Run 1, local utilization:
The die is cut into 8 by 8 equal tiles; white is low, dark blue is high, 0 to 100% covered.
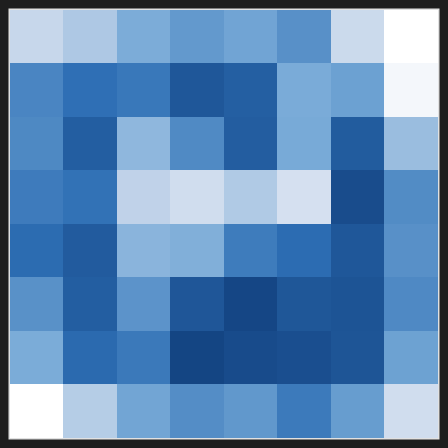
Run 1, placed cells, one colour a class:
The bar under the picture is 20 microns long. Fill, decap, tap and diode cells in grey.
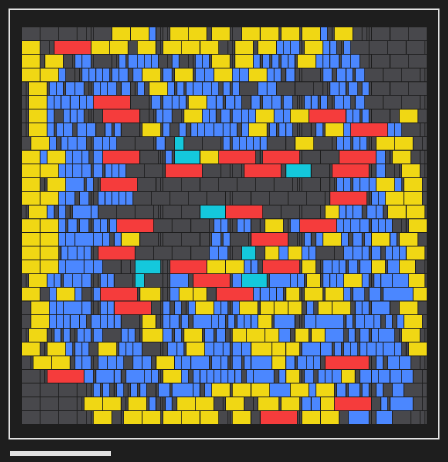
Run 1, metal 4:
The bar under the picture is 20 microns long. Supply wires on this layer in grey.
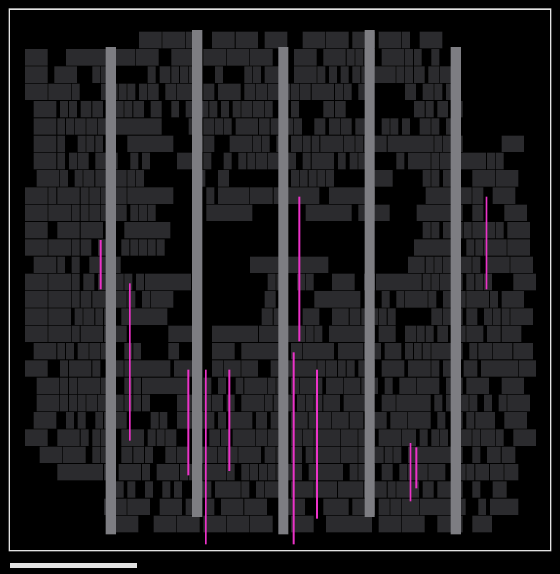
===== config.mk =====
export PLATFORM = sky130hd
export DESIGN_NAME = mux_arb_nx24
export DESIGN_NICKNAME = d
export VERILOG_FILES = /design/src/rtl/mux_arb_nx24.sv
export SDC_FILE = /design/constraint.sdc
export NUM_CORES = 1
export LEC_CHECK = 0
export ABC_AREA = 1
export ABC_CLOCK_PERIOD_IN_PS = 2370
export CAP_MARGIN = 5
export CORE_MARGIN = 2
export CORE_UTILIZATION = 41
export DETAILED_ROUTE_END_ITERATION = 7
export PLACE_DENSITY = 0.92
export SYNTH_ARGS = -nofsm -noshare
export SYNTH_HDL_FRONTEND = slang
export SYNTH_SLANG_ARGS = --single-unit

===== constraint.sdc =====
create_clock -name i_clk -period 2.37 [get_ports i_clk]
set_input_delay 0.474 -clock i_clk [delete_from_list [all_inputs] [get_ports i_clk]]
set_output_delay 0.474 -clock i_clk [all_outputs]
set_load 0.02 [all_outputs]

===== src/rtl/mux_arb_nx24.sv =====
// mux_arb_nx24: N-input registered mux with direct-select or round-robin grant and valid/ready handshakes
module mux_arb_nx24 #(
    parameter int WIDTH  = 24,
    parameter int NUM_IN = 4,
    parameter int SEL_W  = 2
) (
    input  logic                    i_clk,
    input  logic                    i_rst,
    input  logic [NUM_IN-1:0]       i_valid,
    input  logic [NUM_IN*WIDTH-1:0] i_data,
    output logic [NUM_IN-1:0]       o_ready,
    input  logic                    i_mode,
    input  logic [SEL_W-1:0]        i_sel,
    output logic                    o_valid,
    output logic [WIDTH-1:0]        o_data,
    output logic [SEL_W-1:0]        o_src,
    input  logic                    i_out_ready
);
    logic [SEL_W-1:0] r_last, w_rr_g, w_g;
    logic             w_load, w_rr_hit, w_dir_hit, w_grant;
    assign w_load    = !o_valid || i_out_ready;
    assign w_dir_hit = (int'(i_sel) < NUM_IN) && i_valid[i_sel];
    // descending scan so the nearest requester after r_last wins
    always_comb begin
        w_rr_hit = 1'b0;
        w_rr_g   = '0;
        for (int k = NUM_IN; k >= 1; k--) begin
            if (i_valid[SEL_W'((int'(r_last) + k) % NUM_IN)]) begin
                w_rr_hit = 1'b1;
                w_rr_g   = SEL_W'((int'(r_last) + k) % NUM_IN);
            end
        end
    end
    assign w_g     = i_mode ? w_rr_g : i_sel;
    assign w_grant = !i_rst && w_load && (i_mode ? w_rr_hit : w_dir_hit);
    assign o_ready = w_grant ? (NUM_IN'(1) << w_g) : '0;
    always_ff @(posedge i_clk) begin
        if (i_rst) begin
            o_valid <= 1'b0;
            o_data  <= '0;
            o_src   <= '0;
            r_last  <= SEL_W'(NUM_IN - 1);
        end else if (w_grant) begin
            o_valid <= 1'b1;
            o_data  <= i_data[int'(w_g)*WIDTH +: WIDTH];
            o_src   <= w_g;
            if (i_mode) r_last <= w_g;
        end else if (o_valid && i_out_ready) begin
            o_valid <= 1'b0;
        end
    end
endmodule


==> results_dict.tcl, run 1 <==
# collected from the flow reports
set metrics [dict create \
    outcome "completed" \
    cts_sinks 29 \
    dieArea_sq_mm 0.007219 \
    combGateArea_sq_mm 0.001529 \
    io_buffers 136 \
    dr_wl_met2_mm 4.569 \
    p_leak_nw 2.403 \
    grt_max_degree 50 \
    fin_crit_ps 2342 \
    drive_gt1_frac 0.1371 \
    nNetsFinal 747 \
    area_leaders "dfxtp_1, nand3_1, inv_1, nand2_1, nor2_1" \
    syn_avg_cell_area_sq_um 5.364 \
    rr_startpoint "r_last[0]" \
    cts_buffers 5 \
    diodes 0 \
    setup_viol 0 \
    path_delay_family "simple AND/OR/NAND/NOR gates" \
    yosysTopAreaCell "dfxtp_1" \
    slew_headroom 0.6334 \
    track_usage 0.2389 \
    flop_area_sq_um 584.3 \
    crit_slowest_cell "clkdlybuf4s15_1" \
    warning_count 26 \
    die_x_microns 84.97 \
    cp.required_ps 1900 \
    routed.top_layer "met4" \
    pwr_density_cell_mw_per_mm2 471.1 \
    gp_congestion 0.8848 \
    insertion_delay_ps 280 \
    ys_seq_frac 0.2160 \
    peakVddDrop_uv 281.7 \
    fin_util 0.6881 \
    critPathBufInv 4 \
    cts-htree-levels 2 \
    reg2regPathDepth 13 \
    drcViolationCount 0 \
    grt_pass1_vias 3224 \
    area_growth_pct 62.57 \
    yosysTopAreaCellShare 0.2160 \
    ios 137 \
    grt-ovfl-total 0 \
    worstPathCellList "clkdlybuf4s15_1, inv_2, nand2_1, nand2_1, and2_4, nor2_2, nand3_1, nand3_2, nand2_4, inv_4, nand2_4, nor2_4, buf_6" \
    async_reset_ff_frac 0 \
    end_kind "primary output" \
]
Notes on 'local utilization' above:
fullest tile: 92%
tiles over 75% full: 31%
nearly empty tiles: 3.1%
emptiest ninth of the die: top right
densest ninth of the die: bottom middle

Notes on 'placed cells, one colour a class' above:
| colour | class | cells | share of their area |
|---|---|---|---|
| cyan | clock drivers and dummy loads | 8 | 2.0% |
| blue | all other logic | 443 | 48% |
| yellow | other buffers and delay cells | 162 | 36% |
| red | flip-flops | 29 | 14% |
core area: 0.006350 sq mm
sequential share of cell area: 0.1337
Row Count: 29

Notes on 'metal 4' above:
longest straight run: 29.9 microns
nets with wire on the layer: 11
main direction: vertical

## run 1: sequential cells by signal, summed over array words and instances (netlist names)
signal and flops:
o_data 24, o_src 2, o_valid 1, r_last 2
## run 1: how the worst max path moves through the flow
| stage | start | end | slack [ps] | depth (start not counted) |
|---|---|---|---|---|
| after floorplan | i_valid[3] | o_ready[0] | 180 | 11 |
| after global placement | i_valid[1] | o_ready[3] | -580 | 13 |
| after detailed placement | i_valid[2] | o_ready[3] | -670 | 13 |
| after CTS | r_last[0] | o_ready[2] | 40 | 13 |
| after global routing | r_last[0] | o_ready[0] | -60 | 13 |
| final | i_valid[3] | o_ready[3] | 30 | 13 |
## run 1: layout make-up
class                   count  area share
inverters                 135      0.1177
well taps                  77     0.02205
flip-flops and latches     29      0.1337
clock inverters             3    0.004009
multi-input cells         308      0.3499
repair buffers            162      0.3568
clock buffers               5     0.01575
## run 1: layer usage
| layer | vias to the layer above | GRT usage |
|---|---|---|
| met1 | 1602 | 0.2872 |
| met3 | 24 | 0.04475 |
| met5 | - | 0 |
| met4 | 0 | 0.05916 |
| met2 | 167 | 0.4354 |
| li1 | 1769 | - |
## run 1: power by group
| part | switching (mW) | internal (mW) |
|---|---|---|
| registers | 0.0370 | 0.545 |
| clock network | 0.202 | 0.202 |
| logic | 0.573 | 0.500 |
| total | 0.812 | 1.25 |
## run 1: timing repair
item | 4_1_cts | 5_1_grt
gates resized | 33 | 35
buffers inserted | 3 | 4
cloned | 0 | 0
hold buffers | 0 | 0
setup endpoints to repair | 7 | 5
pin swaps | 8 | 6
## run 1: placed cells by master (no fill, tap or decap)
cell type          n
a21oi_1            7
and2_4             1
buf_4             26
buf_6              4
clkbuf_8           5
clkdlybuf4s15_1    4
clkdlybuf4s50_1  126
clkinv_2           2
clkinvlp_4         1
dfxtp_1           28
dfxtp_4            1
dlygate4sd2_1      2
inv_1            127
inv_2              6
inv_4              1
inv_6              1
nand2_1           93
nand2_2           14
nand2_4            4
nand3_1          114
nand3_2           13
nor2_1            50
nor2_2             2
nor2_4             3
o2111ai_2          1
o21ai_0            1
o21ai_1            1
o21ai_4            1
o22ai_1            1
o22ai_2            1
or2_4              1
## run 1: worst register-to-register path, cell delays in order, from the launching register on
cell and delay (ps):
dfxtp_4 430, inv_6 60, nand2_2 70, nand2_1 90, and2_4 160, nor2_2 90
nand3_1 100, nand3_2 100, buf_4 450, nand3_1 170, nand3_1 130, nand3_1 80
nand2_1 80, inv_1 40
## run 1: cells by family after synthesis
| group | share of synthesized area |
|---|---|
| and+or+nand+nor | 0.5000 |
| buffers and inverters | 0.2551 |
| AOI/OAI and AO/OA | 0.02886 |
| DFF | 0.2160 |
## run 1: per-stage QoR
| stage | cell area, sq um | hold slack, ps | instances | setup TNS, ps | total power [mW] |
|---|---|---|---|---|---|
| floorplan | 2688 | 517.5 | 501 | 0 | 1.187 |
| global placement | 4114 | 456.9 | 704 | -6578 | 1.555 |
| detailed placement | 4114 | 474.6 | 704 | -8927 | 1.584 |
| CTS | 4224 | 481.9 | 715 | 0 | 2.007 |
| global route | 4369 | 516.9 | 719 | -175.3 | 2.207 |
| finish | 4369 | 496.0 | 719 | 0 | 2.058 |
Run 1, congestion heat map:
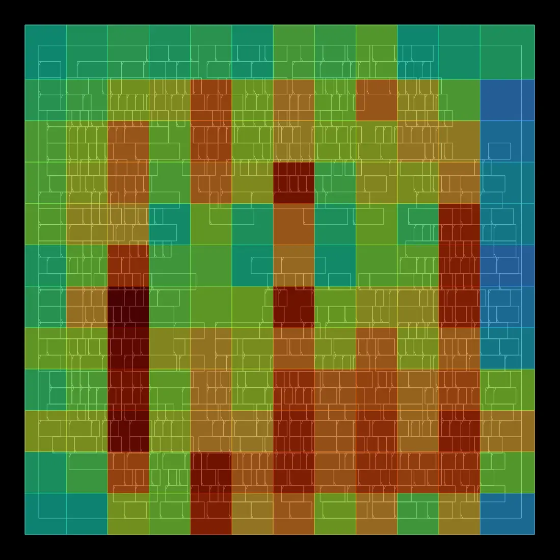

==> run 1 -> run 2 <==
--- a/config.mk
+++ b/config.mk
@@ -6,7 +6,7 @@
 export NUM_CORES = 1
 export LEC_CHECK = 0
 export ABC_AREA = 1
-export ABC_CLOCK_PERIOD_IN_PS = 2370
+export ABC_CLOCK_PERIOD_IN_PS = 2400
 export CAP_MARGIN = 5
 export CORE_MARGIN = 2
 export CORE_UTILIZATION = 41
==> constraint.sdc (replaced) <==
create_clock -name i_clk -period 2.4 [get_ports i_clk]
set_input_delay 0.48 -clock i_clk [delete_from_list [all_inputs] [get_ports i_clk]]
set_output_delay 0.48 -clock i_clk [all_outputs]
set_load 0.02 [all_outputs]
Run 2, congestion heat map:
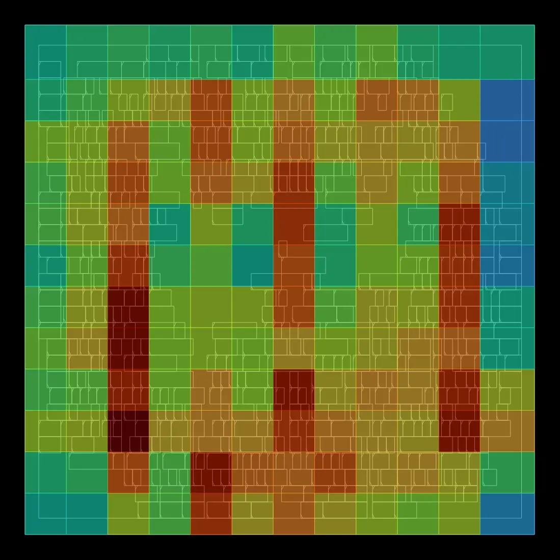
Wirelength per Cell: 12.21 microns
busiest grt layer: met2

==> results_dict.tcl, run 2 <==
# collected from the flow reports
set metrics [dict create \
    outcome "completed" \
    final_common_cell "inv_1" \
    vias_per_cell 4.846 \
    combPwrFrac 0.499 \
    worstHoldPathCells 2 \
    combGateArea_sq_mm 0.001476 \
    yosysTopAreaCell "dfxtp_1" \
    syn_area_sq_mm 0.002688 \
    gp_congestion 0.8848 \
    min_period_over_period 0.9703 \
    whs_endpoint "o_src[0]" \
    internal-power_mw 1.271 \
    cts_sinks 29 \
    ys_chip_area_sq_mm 0.002688 \
    reg2regPathDepth 14 \
    r2r_end "o_data[2]" \
    dieArea_sq_mm 0.007219 \
    area_leaders "dfxtp_1, nand3_1, inv_1, nand2_1, nor2_1" \
    drt_iter0_markers 130 \
    lay_top_cells "inv_1, clkdlybuf4s50_1, nand3_1" \
    cts-htree-levels 2 \
    largest_reg_flops 24 \
    cp.required_ps 1920 \
    die_h_microns 84.97 \
    finalSetupTns_ps 0 \
    drcViolationCount 0 \
    peakVddDrop_uv 264.3 \
    grt_pass1_vias 3235 \
    rr_startpoint "r_last[0]" \
    drtPass1Iterations 4 \
    ys_seq_frac 0.2160 \
    drive_gt1_frac 0.1283 \
    area_growth_pct 59.40 \
    yosysTopAreaCellShare 0.2160 \
    cp-start-kind "input port" \
    async_reset_ff_frac 0 \
    fp_util 0.4233 \
    finalHoldViolations 0 \
    flop_area_sq_um 584.3 \
    fin_area_sq_mm 0.004284 \
    grt_max_degree 50 \
    clk_pin_slew_ps 70 \
    setup_viol 0 \
    pwr_density_cell_mw_per_mm2 475.4 \
    end_kind "primary output" \
    track_usage 0.2398 \
    reg.largest.list "o_data: 24 flops, o_src: 2 flops, r_last: 2 flops" \
    placed_cells 704 \
    crit_arrival_ps 1850 \
    power_switching_uw 765.6 \
    crit_path_max_fanout 3 \
    fin_crit_ps 2329 \
    common_cells "inv_1, nand3_1, nand2_1" \
    skew_ps 6.616 \
    core-area_sq_mm 0.006350 \
    ios 137 \
    holdBufCountCts 0 \
    routed_wl_mm 8.743 \
    cts_buffers 5 \
    insertion_delay_ps 280 \
    edf_count 0 \
    hold_path_startpoint "o_src[0]" \
    die_x_microns 84.97 \
    clockPowerShare 0.219 \
    pwr-share-seq 0.282 \
    slew_headroom 0.6249 \
    p_leak_nw 2.386 \
    warning_count 26 \
    grt-ovfl-total 0 \
    placed_area_sq_mm 0.004114 \
    syn_avg_cell_area_sq_um 5.364 \
    dp_hpwl_mm 6.476 \
    num_rows 29 \
    fill_cells 537 \
    cts_root_buf "clkbuf_8" \
    nNetsFinal 744 \
    swShare 0.3759 \
    ys_warn_count 0 \
    hold_slack_ps 472.4 \
    diodes 0 \
    top_register "o_data" \
    io_buffers 136 \
    instances_no_fill 716 \
    syn_nets 607 \
]
Run 2, local utilization:
The die is cut into 8 by 8 equal tiles; white is low, dark blue is high, 0 to 100% covered.
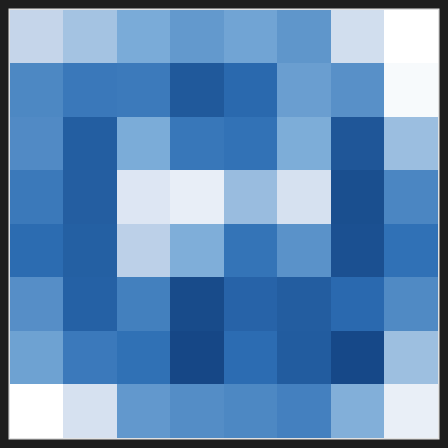
nearly empty tiles: 3.1%
densest ninth of the die: bottom middle
emptiest ninth of the die: top right
mean over tiles: 58%
tiles over 75% full: 28%

run 2: cell counts after synthesis:
Identical to the previous run, type by type.
run 2: logic make-up (layout without fill, tap and decap cells):
logic type,count (synthesis),in the layout,synth area share
buffers and inverters,164,302,0.2551
AND-OR/OR-AND,13,13,0.02886
flip-flops,29,29,0.2160
AND/OR/NAND/NOR,295,295,0.5000
run 2: power by group through the flow:
stage	combinational (mW)	clock [mW]	sequential, mW
floorplan	0.532	0	0.640
global placement	0.955	0	0.581
detailed placement	0.983	0	0.582
CTS	0.996	0.459	0.572
global route	1.12	0.486	0.580
finish	1.02	0.446	0.574
run 2: critical path: stages:
cell,delay (ps)
clkdlybuf4s15_1,220
inv_2,60
o21ai_2,150
nand2_2,80
nand2_1,90
nand2_1,70
nand2_1,60
nand2_1,60
nand3_2,80
nand2_2,80
inv_2,70
nand2_2,80
nor2_1,120
buf_4,150
run 2: how the worst max path moves through the flow:
stage          startpoint  slack [ps]    endpoint  cells past startpoint
3_3_place_gp   i_valid[1]        -560  o_ready[3]                     13
2_1_floorplan  i_valid[3]         200  o_ready[0]                     11
4_1_cts          i_sel[1]         0.2  o_ready[2]                      9
5_1_grt        i_valid[3]          -5  o_ready[2]                     12
6_report       i_valid[3]          70  o_ready[1]                     14
3_5_place_dp   i_valid[2]        -660  o_ready[3]                     13
run 2: timing repair:
action	4_1_cts	5_1_grt
setup buffers	2	2
resized	32	23
pin swaps	4	8
endpoints found under the setup margin	4	4
run 2: per-stage QoR:
step           setup slack (ps)    util  total power [mW]
2_1_floorplan             199.6       -             1.172
3_3_place_gp             -562.9  0.6479             1.536
3_5_place_dp             -664.7  0.6479             1.565
4_1_cts                  0.2300  0.6670             2.028
5_1_grt                  -5.241  0.6747             2.188
6_report                  71.18  0.6747             2.036
run 2: area by class of cell:
type | instances | area share
Clock buffer | 7 | 0.02249
Clock inverter | 1 | 0.001168
Inverter | 135 | 0.1195
Multi-Input combinational cell | 308 | 0.3446
Sequential cell | 29 | 0.1364
Tap cell | 77 | 0.02249
Timing Repair Buffer | 159 | 0.3534
run 2: metal layers:
metal / track usage / vias to the layer above / routed length, microns
li1: - / 1759 / -
met1: 0.2941 / 1552 / 3559
met2: 0.4240 / 141 / 4507
met3: 0.04475 / 18 / 525
met4: 0.07215 / 0 / 151
met5: 0 / - / 0
Power figures rest on the tool's default switching activity, not on a simulated workload.
